==> config.mk <==
export PLATFORM = sky130hd
export DESIGN_NAME = vram_slot_arbiter
export DESIGN_NICKNAME = d
export VERILOG_FILES = /design/src/rtl/vram_slot_arbiter.sv
export SDC_FILE = /design/constraint.sdc
export NUM_CORES = 1
export LEC_CHECK = 0
export CAP_MARGIN = 20
export CORE_ASPECT_RATIO = 1.4
export CORE_MARGIN = 8
export CORE_UTILIZATION = 44
export CTS_CLUSTER_SIZE = 30
export DETAILED_ROUTE_END_ITERATION = 10
export PLACE_DENSITY_LB_ADDON = 0.05
export SYNTH_ARGS = -nofsm -noshare
export SYNTH_HDL_FRONTEND = slang
export SYNTH_SLANG_ARGS = --single-unit
==> constraint.sdc <==
create_clock -name clk_i -period 5.25 [get_ports clk_i]
set_input_delay 0.7875 -clock clk_i [delete_from_list [all_inputs] [get_ports clk_i]]
set_output_delay 0.7875 -clock clk_i [all_outputs]
set_load 0.01 [all_outputs]
gates.png
Scale: 4 px per um.
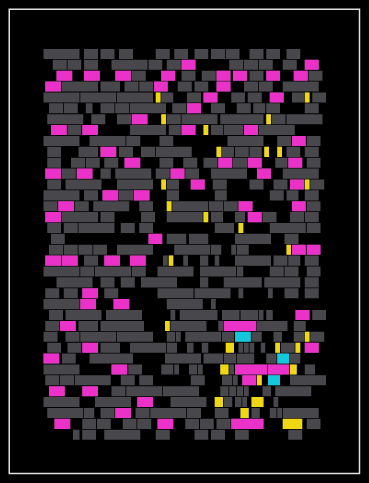
- nand cells: yellow (cells 27; most used nand2_1)
- mux cells: magenta (cells 67; most used mux2_2; where widely spread)
- non-inverting ao/oa cells: cyan (cells 3)
final instance count without filler cells: 500
combinational share of cell area: 0.2657
most numerous logic cell after layout: clkdlybuf4s50_1

congestion_map.png
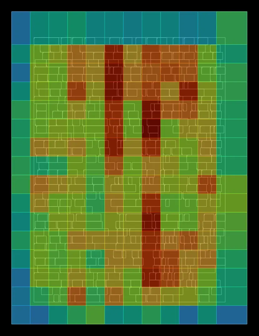
final core utilization: 0.7141
most heavily used metal layer in global routing: met2

closeup.png
Region (29, 66) to (59, 96) um. Cells in grey, sequential cells in the stronger grey; small squares are vias.
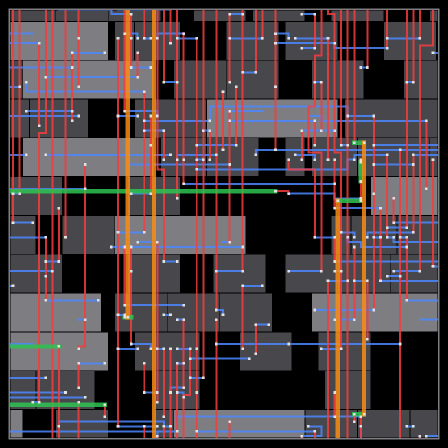
- M2: red
- M4: orange
- M3: green
- M1: blue
- sequential cells in the window: 10
- cells with their middle in the window: 55
- most frequent: clkdlybuf4s50_1 (20), dfrtp_1 (10), mux2i_1 (7)

==> summary.txt <==
impl run done, here's what came out: Bufs on Longest Clock Path=2, final setup slack of the worst path=1.654 ns, Synth cell types=42, critical path type=reg -> reg, nets@finish=501, Async S/R FF share, synth=1.000, register bit total from synthesis=67, class of the worst hold path=reg -> reg, clock insertion delay at the later pin of the skew report=0.34 ns, Placed Area=4713 um2, Design Power=3.356 mW, outcome=finished clean, reported leakage power=2.180 nW, RSZ-0062 raised after global routing=no, Layout Skew=0.006976 ns, CP Capture Type=flip-flop, vias in the first global route=2792, pwr dens=677.4 nW/um2, Setup Total Neg Slack=0 ns, instance count on the critical path=10, fmax=278.1 MHz, DIE WIDTH=87.22 um, Die Footprint=10090 um2, dominant logic cell types in the final layout=clkdlybuf4s50_1 (151), dfrtp_1 (65), mux2_2 (32), estimated wirelength of the detail-placed design=6956 um, internal power=2.097 mW, TritonCTS Buffers=9, total of cells resized after clock tree synthesis=0, Largest register FFs=32, startpoint kind of the worst setup timing path=flip-flop, cell with the largest stage delay on the worst path=dfstp_2, count of routing violations after the opening detailed-route iteration=140, area growth from synthesis to layout=58.55%, sequential cell power=0.936 mW, Top area cell types=dfrtp_1 (52%), mux2_2 (12%), mux2i_1 (9.9%), die boundary height=115.7 um, flop2flop setup slack=1.65 ns, yosys cell count=246, Final Wtd Congestion=0.9115
routing by layer:
metal / global-route usage / wire [um] / vias up
met5: 0 / 0 / -
met2: 0.3194 / 4889 / 99
met3: 0.08091 / 816 / 17
met4: 0.07373 / 226 / 0
li1: - / - / 1201
met1: 0.1873 / 3268 / 1261
kinds of logic after synthesis:
| logic type | after synthesis |
|---|---|
| and+or+nand+nor | 51 |
| adders and majority gates | 3 |
| AOI/OAI and AO/OA | 32 |
| muxes | 67 |
| buffers and inverters | 26 |
| DFF | 67 |
area by class of cell:
type | instances | area, um2
Fill cell | 543 | 1983
Sequential cell | 67 | 1679
Timing Repair Buffer | 157 | 1554
Multi-Input combinational cell | 153 | 1316
Clock buffer | 9 | 123.9
Tap cell | 95 | 118.9
Clock inverter | 7 | 116.4
Inverter | 12 | 45.04
No activity file was given, so power comes from the tool's default toggle rates.
